<file path="src/rtl/p03_clock_pkg.sv">
// Shared constants, digit widths and the 24h->12h display helper for the
// VGA clock time-of-day engine.
package p03_clock_pkg;

  localparam int SEC_MAX = 59;
  localparam int MIN_MAX = 59;
  localparam int HRS_MAX = 23;

  localparam int SEC_D_W = 3;
  localparam int MIN_D_W = 3;
  localparam int HRS_D_W = 2;
  localparam int U_W     = 4;

  typedef struct packed {
    logic [HRS_D_W-1:0] hrs_d;
    logic [U_W-1:0]     hrs_u;
    logic [MIN_D_W-1:0] min_d;
    logic [U_W-1:0]     min_u;
    logic [SEC_D_W-1:0] sec_d;
    logic [U_W-1:0]     sec_u;
  } time_t;

  // Returns {tens, units} of the 12-hour form of a valid 24-hour BCD hour.
  function automatic logic [HRS_D_W+U_W-1:0] to_12h(input logic [HRS_D_W-1:0] d,
                                                     input logic [U_W-1:0]     u);
    logic [4:0] h;
    logic [4:0] c;
    h = 5'(d) * 5'd10 + 5'(u);
    if (h == 5'd0)       c = 5'd12;
    else if (h > 5'd12)  c = h - 5'd12;
    else                 c = h;
    if (c >= 5'd10) return {2'd1, 4'(c - 5'd10)};
    else            return {2'd0, c[3:0]};
  endfunction

endpackage

</file>
<file path="src/rtl/p03_timekeeper_if.sv">
// Control inputs and display outputs of the time-of-day engine; the engine
// takes the slave side, the button/renderer glue the master side.
interface p03_timekeeper_if;
  import p03_clock_pkg::*;

  logic               run;
  logic               mode_12h;
  logic               adj_sec;
  logic               adj_min;
  logic               adj_hrs;
  logic               alarm_en;
  logic [HRS_D_W-1:0] alarm_hrs_d;
  logic [U_W-1:0]     alarm_hrs_u;
  logic [MIN_D_W-1:0] alarm_min_d;
  logic [U_W-1:0]     alarm_min_u;

  logic [HRS_D_W-1:0] hrs_d;
  logic [U_W-1:0]     hrs_u;
  logic [MIN_D_W-1:0] min_d;
  logic [U_W-1:0]     min_u;
  logic [SEC_D_W-1:0] sec_d;
  logic [U_W-1:0]     sec_u;
  logic               pm;
  logic               sec_tick;
  logic               min_tick;
  logic [3:0]         color_offset;
  logic               alarm_hit;

  modport master (
    output run, mode_12h, adj_sec, adj_min, adj_hrs, alarm_en,
           alarm_hrs_d, alarm_hrs_u, alarm_min_d, alarm_min_u,
    input  hrs_d, hrs_u, min_d, min_u, sec_d, sec_u, pm,
           sec_tick, min_tick, color_offset, alarm_hit
  );

  modport slave (
    input  run, mode_12h, adj_sec, adj_min, adj_hrs, alarm_en,
           alarm_hrs_d, alarm_hrs_u, alarm_min_d, alarm_min_u,
    output hrs_d, hrs_u, min_d, min_u, sec_d, sec_u, pm,
           sec_tick, min_tick, color_offset, alarm_hit
  );

endinterface

</file>
<file path="src/rtl/p03_bcd_mod_counter.sv">
// Two-digit BCD counter that counts 00..MAX_D:MAX_U and wraps to 00;
// wrap flags the increment that rolls over so the caller can carry.
module p03_bcd_mod_counter #(
  parameter int D_W   = 3,
  parameter int MAX_D = 5,
  parameter int MAX_U = 9
) (
  input  logic           clk,
  input  logic           clr,
  input  logic           inc,
  output logic [D_W-1:0] d,
  output logic [3:0]     u,
  output logic           wrap
);

  logic [D_W-1:0] d_q, d_d;
  logic [3:0]     u_q, u_d;
  logic           at_max;

  always_comb begin
    at_max = (d_q == D_W'(MAX_D)) && (u_q == 4'(MAX_U));
    wrap   = inc && at_max;
    d_d    = d_q;
    u_d    = u_q;
    if (inc) begin
      if (at_max) begin
        d_d = '0;
        u_d = '0;
      end else if (u_q == 4'd9) begin
        d_d = d_q + D_W'(1);
        u_d = '0;
      end else begin
        u_d = u_q + 4'd1;
      end
    end
  end

  always_ff @(posedge clk) begin
    if (clr) begin
      d_q <= '0;
      u_q <= '0;
    end else begin
      d_q <= d_d;
      u_q <= u_d;
    end
  end

  assign d = d_q;
  assign u = u_q;

endmodule

</file>
<file path="src/rtl/p03_timekeeper.sv">
// BCD time-of-day engine: tick prescaler, single-cycle carry ripple,
// per-field adjust, 12/24h display, minute colour offset and alarm.
module p03_timekeeper
  import p03_clock_pkg::*;
#(
  parameter int TICKS_PER_SEC = 31_500_000,
  parameter int CNT_W         = 25
) (
  input  logic              clk,
  input  logic              reset,
  p03_timekeeper_if.slave   bus
);

  logic [CNT_W-1:0]   cnt_q, cnt_d;
  logic               pre_wrap;
  logic               acc_min, acc_hrs, acc_tick;
  logic               sec_inc, min_inc, hrs_inc;
  logic               sec_wrap, min_wrap, day_rollover_unused;
  logic [SEC_D_W-1:0] sec_d_i;
  logic [MIN_D_W-1:0] min_d_i;
  logic [HRS_D_W-1:0] hrs_d_i;
  logic [U_W-1:0]     sec_u_i, min_u_i, hrs_u_i;

  logic               sec_evt_q, sec_evt_d;
  logic               min_evt_q, min_evt_d;
  time_t              disp_q, disp_d;
  logic               pm_q, pm_d;
  logic               sec_tick_q, sec_tick_d;
  logic               min_tick_q, min_tick_d;
  logic [3:0]         color_q, color_d;
  logic               alarm_q, alarm_d;
  logic [5:0]         hrs_disp;
  logic               alarm_match;

  // A tick loses to any adjust in the same cycle, but the prescaler still wraps.
  always_comb begin
    pre_wrap = bus.run && (cnt_q == CNT_W'(TICKS_PER_SEC - 1));
    acc_min  = !bus.adj_sec && bus.adj_min;
    acc_hrs  = !bus.adj_sec && !bus.adj_min && bus.adj_hrs;
    acc_tick = pre_wrap && !(bus.adj_sec || bus.adj_min || bus.adj_hrs);
    cnt_d    = cnt_q;
    if (bus.adj_sec)  cnt_d = '0;
    else if (pre_wrap) cnt_d = '0;
    else if (bus.run) cnt_d = cnt_q + CNT_W'(1);
  end

  assign sec_inc = bus.adj_sec || acc_tick;
  assign min_inc = acc_min || (acc_tick && sec_wrap);
  assign hrs_inc = acc_hrs || (acc_tick && sec_wrap && min_wrap);

  p03_bcd_mod_counter #(.D_W(SEC_D_W), .MAX_D(SEC_MAX / 10), .MAX_U(SEC_MAX % 10)) u_sec (
    .clk(clk), .clr(reset), .inc(sec_inc), .d(sec_d_i), .u(sec_u_i), .wrap(sec_wrap)
  );

  p03_bcd_mod_counter #(.D_W(MIN_D_W), .MAX_D(MIN_MAX / 10), .MAX_U(MIN_MAX % 10)) u_min (
    .clk(clk), .clr(reset), .inc(min_inc), .d(min_d_i), .u(min_u_i), .wrap(min_wrap)
  );

  p03_bcd_mod_counter #(.D_W(HRS_D_W), .MAX_D(HRS_MAX / 10), .MAX_U(HRS_MAX % 10)) u_hrs (
    .clk(clk), .clr(reset), .inc(hrs_inc), .d(hrs_d_i), .u(hrs_u_i), .wrap(day_rollover_unused)
  );

  // Event flags ride one cycle behind the state so the pulses meet the new time at the outputs.
  always_comb begin
    sec_evt_d    = acc_tick;
    min_evt_d    = min_inc;
    hrs_disp     = bus.mode_12h ? to_12h(hrs_d_i, hrs_u_i) : {hrs_d_i, hrs_u_i};
    disp_d.hrs_d = hrs_disp[5:4];
    disp_d.hrs_u = hrs_disp[3:0];
    disp_d.min_d = min_d_i;
    disp_d.min_u = min_u_i;
    disp_d.sec_d = sec_d_i;
    disp_d.sec_u = sec_u_i;
    pm_d         = (hrs_d_i == 2'd2) || ((hrs_d_i == 2'd1) && (hrs_u_i >= 4'd2));
    sec_tick_d   = sec_evt_q;
    min_tick_d   = min_evt_q;
    color_d      = color_q + {3'b000, min_evt_q};
    alarm_match  = (hrs_d_i == bus.alarm_hrs_d) && (hrs_u_i == bus.alarm_hrs_u) &&
                   (min_d_i == bus.alarm_min_d) && (min_u_i == bus.alarm_min_u) &&
                   (sec_d_i == '0) && (sec_u_i == '0);
    alarm_d      = sec_evt_q && bus.alarm_en && alarm_match;
  end

  always_ff @(posedge clk) begin
    if (reset) begin
      cnt_q      <= '0;
      sec_evt_q  <= 1'b0;
      min_evt_q  <= 1'b0;
      disp_q     <= '0;
      pm_q       <= 1'b0;
      sec_tick_q <= 1'b0;
      min_tick_q <= 1'b0;
      color_q    <= '0;
      alarm_q    <= 1'b0;
    end else begin
      cnt_q      <= cnt_d;
      sec_evt_q  <= sec_evt_d;
      min_evt_q  <= min_evt_d;
      disp_q     <= disp_d;
      pm_q       <= pm_d;
      sec_tick_q <= sec_tick_d;
      min_tick_q <= min_tick_d;
      color_q    <= color_d;
      alarm_q    <= alarm_d;
    end
  end

  assign bus.hrs_d        = disp_q.hrs_d;
  assign bus.hrs_u        = disp_q.hrs_u;
  assign bus.min_d        = disp_q.min_d;
  assign bus.min_u        = disp_q.min_u;
  assign bus.sec_d        = disp_q.sec_d;
  assign bus.sec_u        = disp_q.sec_u;
  assign bus.pm           = pm_q;
  assign bus.sec_tick     = sec_tick_q;
  assign bus.min_tick     = min_tick_q;
  assign bus.color_offset = color_q;
  assign bus.alarm_hit    = alarm_q;

endmodule

</file>
<file path="src/flat_wrapper.sv">
// flat-port wrapper written by rule: the top's interface ports become plain ports
module p03_timekeeper_flat import p03_clock_pkg::*;
#(
  parameter int TICKS_PER_SEC = 31_500_000,
  parameter int CNT_W         = 25
)
  (clk, reset, bus_run, bus_mode_12h, bus_adj_sec, bus_adj_min, bus_adj_hrs, bus_alarm_en, bus_alarm_hrs_d, bus_alarm_hrs_u, bus_alarm_min_d, bus_alarm_min_u, bus_hrs_d, bus_hrs_u, bus_min_d, bus_min_u, bus_sec_d, bus_sec_u, bus_pm, bus_sec_tick, bus_min_tick, bus_color_offset, bus_alarm_hit);
  p03_timekeeper_if bus_i ();
  input  logic clk;
  input  logic reset;
  input wire logic [$bits(bus_i.run)-1:0] bus_run;
  input wire logic [$bits(bus_i.mode_12h)-1:0] bus_mode_12h;
  input wire logic [$bits(bus_i.adj_sec)-1:0] bus_adj_sec;
  input wire logic [$bits(bus_i.adj_min)-1:0] bus_adj_min;
  input wire logic [$bits(bus_i.adj_hrs)-1:0] bus_adj_hrs;
  input wire logic [$bits(bus_i.alarm_en)-1:0] bus_alarm_en;
  input wire logic [$bits(bus_i.alarm_hrs_d)-1:0] bus_alarm_hrs_d;
  input wire logic [$bits(bus_i.alarm_hrs_u)-1:0] bus_alarm_hrs_u;
  input wire logic [$bits(bus_i.alarm_min_d)-1:0] bus_alarm_min_d;
  input wire logic [$bits(bus_i.alarm_min_u)-1:0] bus_alarm_min_u;
  output wire logic [$bits(bus_i.hrs_d)-1:0] bus_hrs_d;
  output wire logic [$bits(bus_i.hrs_u)-1:0] bus_hrs_u;
  output wire logic [$bits(bus_i.min_d)-1:0] bus_min_d;
  output wire logic [$bits(bus_i.min_u)-1:0] bus_min_u;
  output wire logic [$bits(bus_i.sec_d)-1:0] bus_sec_d;
  output wire logic [$bits(bus_i.sec_u)-1:0] bus_sec_u;
  output wire logic [$bits(bus_i.pm)-1:0] bus_pm;
  output wire logic [$bits(bus_i.sec_tick)-1:0] bus_sec_tick;
  output wire logic [$bits(bus_i.min_tick)-1:0] bus_min_tick;
  output wire logic [$bits(bus_i.color_offset)-1:0] bus_color_offset;
  output wire logic [$bits(bus_i.alarm_hit)-1:0] bus_alarm_hit;
  assign bus_i.run = bus_run;
  assign bus_i.mode_12h = bus_mode_12h;
  assign bus_i.adj_sec = bus_adj_sec;
  assign bus_i.adj_min = bus_adj_min;
  assign bus_i.adj_hrs = bus_adj_hrs;
  assign bus_i.alarm_en = bus_alarm_en;
  assign bus_i.alarm_hrs_d = bus_alarm_hrs_d;
  assign bus_i.alarm_hrs_u = bus_alarm_hrs_u;
  assign bus_i.alarm_min_d = bus_alarm_min_d;
  assign bus_i.alarm_min_u = bus_alarm_min_u;
  assign bus_hrs_d = bus_i.hrs_d;
  assign bus_hrs_u = bus_i.hrs_u;
  assign bus_min_d = bus_i.min_d;
  assign bus_min_u = bus_i.min_u;
  assign bus_sec_d = bus_i.sec_d;
  assign bus_sec_u = bus_i.sec_u;
  assign bus_pm = bus_i.pm;
  assign bus_sec_tick = bus_i.sec_tick;
  assign bus_min_tick = bus_i.min_tick;
  assign bus_color_offset = bus_i.color_offset;
  assign bus_alarm_hit = bus_i.alarm_hit;
  p03_timekeeper #(.TICKS_PER_SEC(TICKS_PER_SEC), .CNT_W(CNT_W)) u_core (.clk(clk), .reset(reset), .bus(bus_i));
endmodule
</file>
<file path="config.mk">
export PLATFORM = sky130hd
export DESIGN_NAME = p03_timekeeper_flat
export DESIGN_NICKNAME = d
export VERILOG_FILES = /design/src/rtl/p03_clock_pkg.sv /design/src/rtl/p03_timekeeper_if.sv /design/src/rtl/p03_bcd_mod_counter.sv /design/src/rtl/p03_timekeeper.sv /design/src/flat_wrapper.sv
export SDC_FILE = /design/constraint.sdc
export NUM_CORES = 1
export LEC_CHECK = 0
export CAP_MARGIN = 40
export CORE_ASPECT_RATIO = 1.2
export CORE_UTILIZATION = 30
export DETAILED_ROUTE_END_ITERATION = 12
export SKIP_LAST_GASP = 1
export SYNTH_ARGS = -nofsm -noshare
export SYNTH_HDL_FRONTEND = slang
export SYNTH_SLANG_ARGS = --single-unit
</file>
<file path="constraint.sdc">
create_clock -name clk -period 2.95 [get_ports clk]
set_input_delay 0.4425 -clock clk [delete_from_list [all_inputs] [get_ports clk]]
set_output_delay 0.4425 -clock clk [all_outputs]
set_load 0.01 [all_outputs]
</file>
==> deck_impl_summary.md <==
Physical Implementation Snapshot

Layout
  – Share of layout cells above drive strength 1: 12.3%
  – Final core utilization: 39.6%
  – Most frequent cells in the layout: dfxtp_1 (73), nor2_1 (59), clkdlybuf4s50_1 (48)
  – Non-clock buffers, area share: 12.8%
  – Bufs w/o clock: 63
  – Area Overhead vs Synth: 27.1%
  – Invs w/o clock: 24
  – Registers: 75
  – Clock buffer count: 10
  – Reg area: 1500 um^2
  – Inserted Diodes: 0
  – Comb/total area: 42.9%
  – Logic area: 1990 um^2
  – Final nets: 502
  – Clk tree area frac: 5.80%
  – Top cell category: multi-input combinational cells
  – Sequential cell area share: 32.4%
  – Fill cells: 1205
  – Most numerous logic cell after layout: dfxtp_1
  – Comb gates: 293

Floorplanning
  – Die span in x: 103 um
  – Core ar.: 11700 um^2
  – Core Density at Floorplan: 31.1%
  – Site Rows: 43
  – # IOs: 49
  – Die y size: 123 um
  – Die area: 12600 um^2
  – # Taps: 157

Clock tree
  – CTS hold repair buffers: 0
  – # H-tree levels: 3
  – Longest Clk Path Bufs: 2
  – # Post-CTS Setup Buffers: 0
  – Worst-path clk slew: 0.05 ns
  – Post_cts resized: 2
  – Sink Count: 75
  – Total CTS buffers: 9
  – CTS tree: done
  – CTS root buffer: clkbuf_16

Worst setup path
  – Flop2flop setup slack: 0.16 ns
  – RR Endpoint: u_core.bus.hrs_d[0]
  – Critical Path Sink Type: register
  – Worst reg-to-reg path cell count: 16
  – CP startpoint: u_core.u_hrs.d[0]
  – Crit path capture: u_core.bus.hrs_d[0]
  – Crit Path Max Fanout: 5
  – Startpoint types: register
  – R2r startpoint: u_core.u_hrs.d[0]
  – Arrival @ worst endpoint: 3.01 ns
  – Crit Path Class: reg2reg
  – Worst path required time: 3.17 ns

GRT
  – Number of global-route vias before repair: 2873
  – Largest net degree at the start of global routing: 28
  – GRT Residual Overflow: 0
  – First-pass GRT wire length: 12900 um
  – Initial antenna violation count: 0

Timing
  – Fin crit period: 2.79 ns
  – Slew of the pin with the lowest slew margin: 0.507 ns
  – Max-slew headroom: 66.1%
  – Slew Limit Fails: 0
  – Final setup violation count: 0
  – Final period utilization: 94.4%
  – Fin. Hold Viols: 0
  – Max Fclk: 0.359 GHz
  – Final worst setup slack: 0.165 ns

Logic synthesis
  – Synth unique cells: 63
  – Dominant cell area share: 41.1%
  – Floorplan Nets: 443
  – Cells after synthesis: 407
  – Seq share, synth: 41.1%
  – Ys Warns: 0
  – Main area contributors: dfxtp_1 (41%), xnor2_1 (7.2%), nor2_1 (6.2%)
  – Flip-flops with a built-in enable: 0
  – Yosys chip area: 3650 um^2
  – Synth Cell Area: 3650 um^2
  – Flops out of synthesis: 75
  – Cell taking the most area after synthesis: dfxtp_1
  – Syn avg cell area: 8.97 um^2
  – Ys cells: 407
  – Synth Flop Type: dfxtp_1
  – Async set or reset register ratio after synthesis: 0%

Job
  – Max-cap violations: 0
  – Log Warnings: 30

Route
  – Antenna Nets Post-Route: 0
  – Vias per cell: 4.80
  – WL met1: 3520 um
  – Uppermost routed layer: met4
  – DR WL met2: 3860 um
  – DRT iter0 DRCs: 118
  – Pre-antenna DRT Iters: 4
  – Met3 Routed Length: 398 um
  – Residual DRC: 0

Pwr
  – Power share of the clock group: 45.4%
  – Reg power frac: 47.6%
  – Static Leakage: 1.62 nW
  – Sw power: 0.000493 W
  – Sw frac: 22.6%
  – Logic gate share of total power: 6.9%
  – Max VDD drop: 228 uV
  – Internal: 0.00169 W
  – Power Density: 470 nW/um^2

Place
  – DP Worst Slack: -0.0858 ns
  – Routability congestion estimate: 0.776
  – Detailed Place HPWL: 5840 um
  – IO buf count: 48

Worst hold path
  – Worst hold-check path type: reg2reg

Outcome
  – Status: complete, no violations
[cell usage after synthesis, drive strengths merged (2+ instances only)]
library cell  count
xor2              7
a211oi            2
nor3             11
nor4bb            3
inv              24
or3               9
o211ai            2
nor2             60
o21ai            18
mux2i             8
xnor2            30
or2               2
o21a              2
o32ai             2
nand2            21
nor4             10
and2              4
nor2b            11
ha               14
dfxtp            75
nand3            12
and3              3
nor4b             5
o211a             2
a21oi            19
nand2b            2
a31oi             2
nand4            12
buf               8
and4              3
clkbuf            6
a21o              2
a22o              3
[kinds of logic (layout without fill, tap and decap cells)]
family | after synthesis | in the layout | synth area share (%)
flops | 75 | 75 | 41.1
xor+xnor | 37 | 37 | 8.88
compound gates | 60 | 60 | 11.2
buf+inv | 39 | 102 | 5.41
mux | 9 | 9 | 2.50
fa+ha+maj | 15 | 15 | 5.35
simple gates | 172 | 172 | 25.6
[power groups by stage]
stage | registers (W) | clock network [W] | logic [W]
2_1_floorplan | 0.00106 | 0 | 0.0000780
3_3_place_gp | 0.00106 | 0 | 0.000145
3_5_place_dp | 0.00106 | 0 | 0.000145
4_1_cts | 0.00104 | 0.00102 | 0.000146
5_1_grt | 0.00104 | 0.00106 | 0.000166
6_report | 0.00104 | 0.000992 | 0.000151
[metal layers]
metal	up-vias	GRT usage, %
li1	1532	-
met5	-	0
met4	0	8.48
met1	1388	15.6
met3	13	2.39
met2	76	22.4
[critical path: stages (launching register included)]
cell and delay [ns]:
dfxtp_2 0.33, ha_2 0.18, inv_1 0.06, fa_2 0.39, xor2_2 0.18, ha_1 0.21
nand2_1 0.07, nand2_1 0.07, o21ai_2 0.17, ha_2 0.21, inv_1 0.07, a41oi_2 0.16
o21ai_2 0.09, buf_4 0.15, buf_4 0.12, mux2i_1 0.14, nor2_1 0.05
[sequential cells by signal, summed over array words and instances, names as in the netlist, 2 cells and up]
signal / flops
u_core.u_sec.u: 4
u_core.bus.color_offset: 4
u_core.bus.sec_d: 3
u_core.bus.min_u: 4
u_core.u_hrs.u: 4
u_core.u_min.d: 3
u_core.u_min.u: 4
u_core.bus.hrs_d: 2
u_core.cnt_q: 25
u_core.bus.hrs_u: 4
u_core.bus.sec_u: 4
u_core.u_sec.d: 3
u_core.bus.min_d: 3
u_core.u_hrs.d: 2
[worst min path at each step]
stage,endpoint,cells after the start,from,slack (ns)
after detailed placement,u_core.bus.sec_tick,1,u_core.sec_evt_q,0.46
after global placement,u_core.bus.sec_tick,1,u_core.sec_evt_q,0.46
final,u_core.bus.min_tick,1,u_core.min_evt_q,0.47
after CTS,u_core.bus.min_tick,1,u_core.min_evt_q,0.47
after global routing,u_core.bus.min_tick,1,u_core.min_evt_q,0.48
after floorplan,u_core.bus.min_tick,1,u_core.min_evt_q,0.44
[through the flow]
stage	area, um^2	std cells	setup TNS [ns]	total power [W]	hold WS [ns]
floorplan	3650	407	0	0.00114	0.442
global placement	4310	609	0	0.00121	0.456
detailed placement	4310	609	-0.0858	0.00121	0.458
CTS	4590	624	0	0.00220	0.472
global route	4640	627	-0.0329	0.00227	0.484
finish	4640	627	0	0.00218	0.468
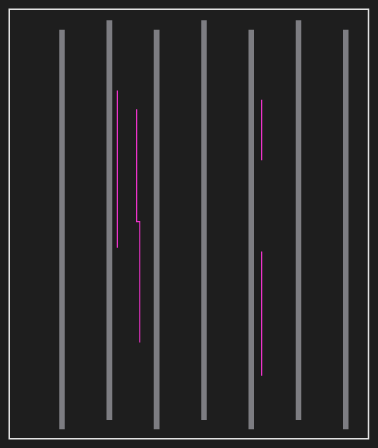
Figure 1: M4 wires.
Supply wires on this layer in grey.
share of all routed wire: 2.1%
nets with wire on the layer: 2
longest straight run: 44.9 um
wire length on this layer: 165 um

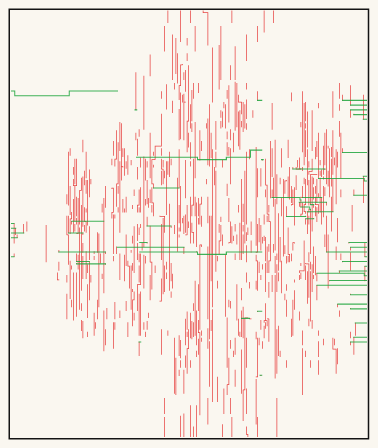
Figure 2: routed metal, one colour a layer.
Only two layers are drawn.
| layer | colour | wire length |
|---|---|---|
| met3 | green | 398 um |
| met2 | red | 3860 um |
Wirelength per Cell: 12.7 um
gr usage total: 13.4%
Post-Route WL: 7940 um
routed via count: 3009

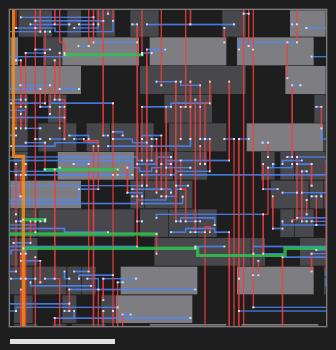
Figure 3: layout detail.
The bar under the picture is 10 um long. Window x 36 to 66, y 46 to 76 um. Cells in grey, sequential cells in the stronger grey; small squares are vias.
| layer | colour |
|---|---|
| met4 | orange |
| met2 | red |
| met3 | green |
| met1 | blue |
cells with their middle in the window: 58
sequential cells in the window: 10
netlist names of flops here include: u_core.cnt_q (6), u_core.u_hrs.u (2)
most frequent: nor2_1 (11), dfxtp_1 (10)

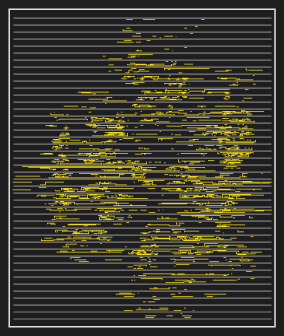
Figure 4: M1 wires.
Supply wires on this layer in grey.
longest straight run: 43.2 um
share of all routed wire: 44%
nets with wire on the layer: 453
wire length on this layer: 3520 um
M1 GR Usage: 15.6%

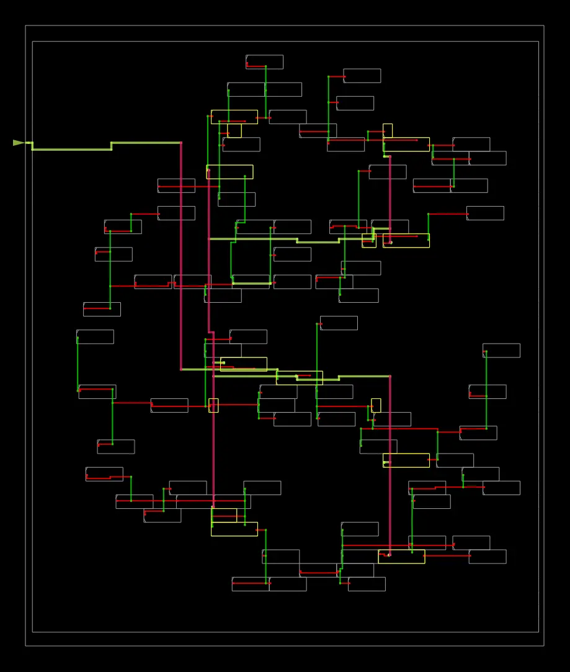
Figure 5: the clock network.
Insertion Delay late pin: 0.34 ns
skew final: 0.00816 ns

Power figures rest on the tool's default switching activity, not on a simulated workload.
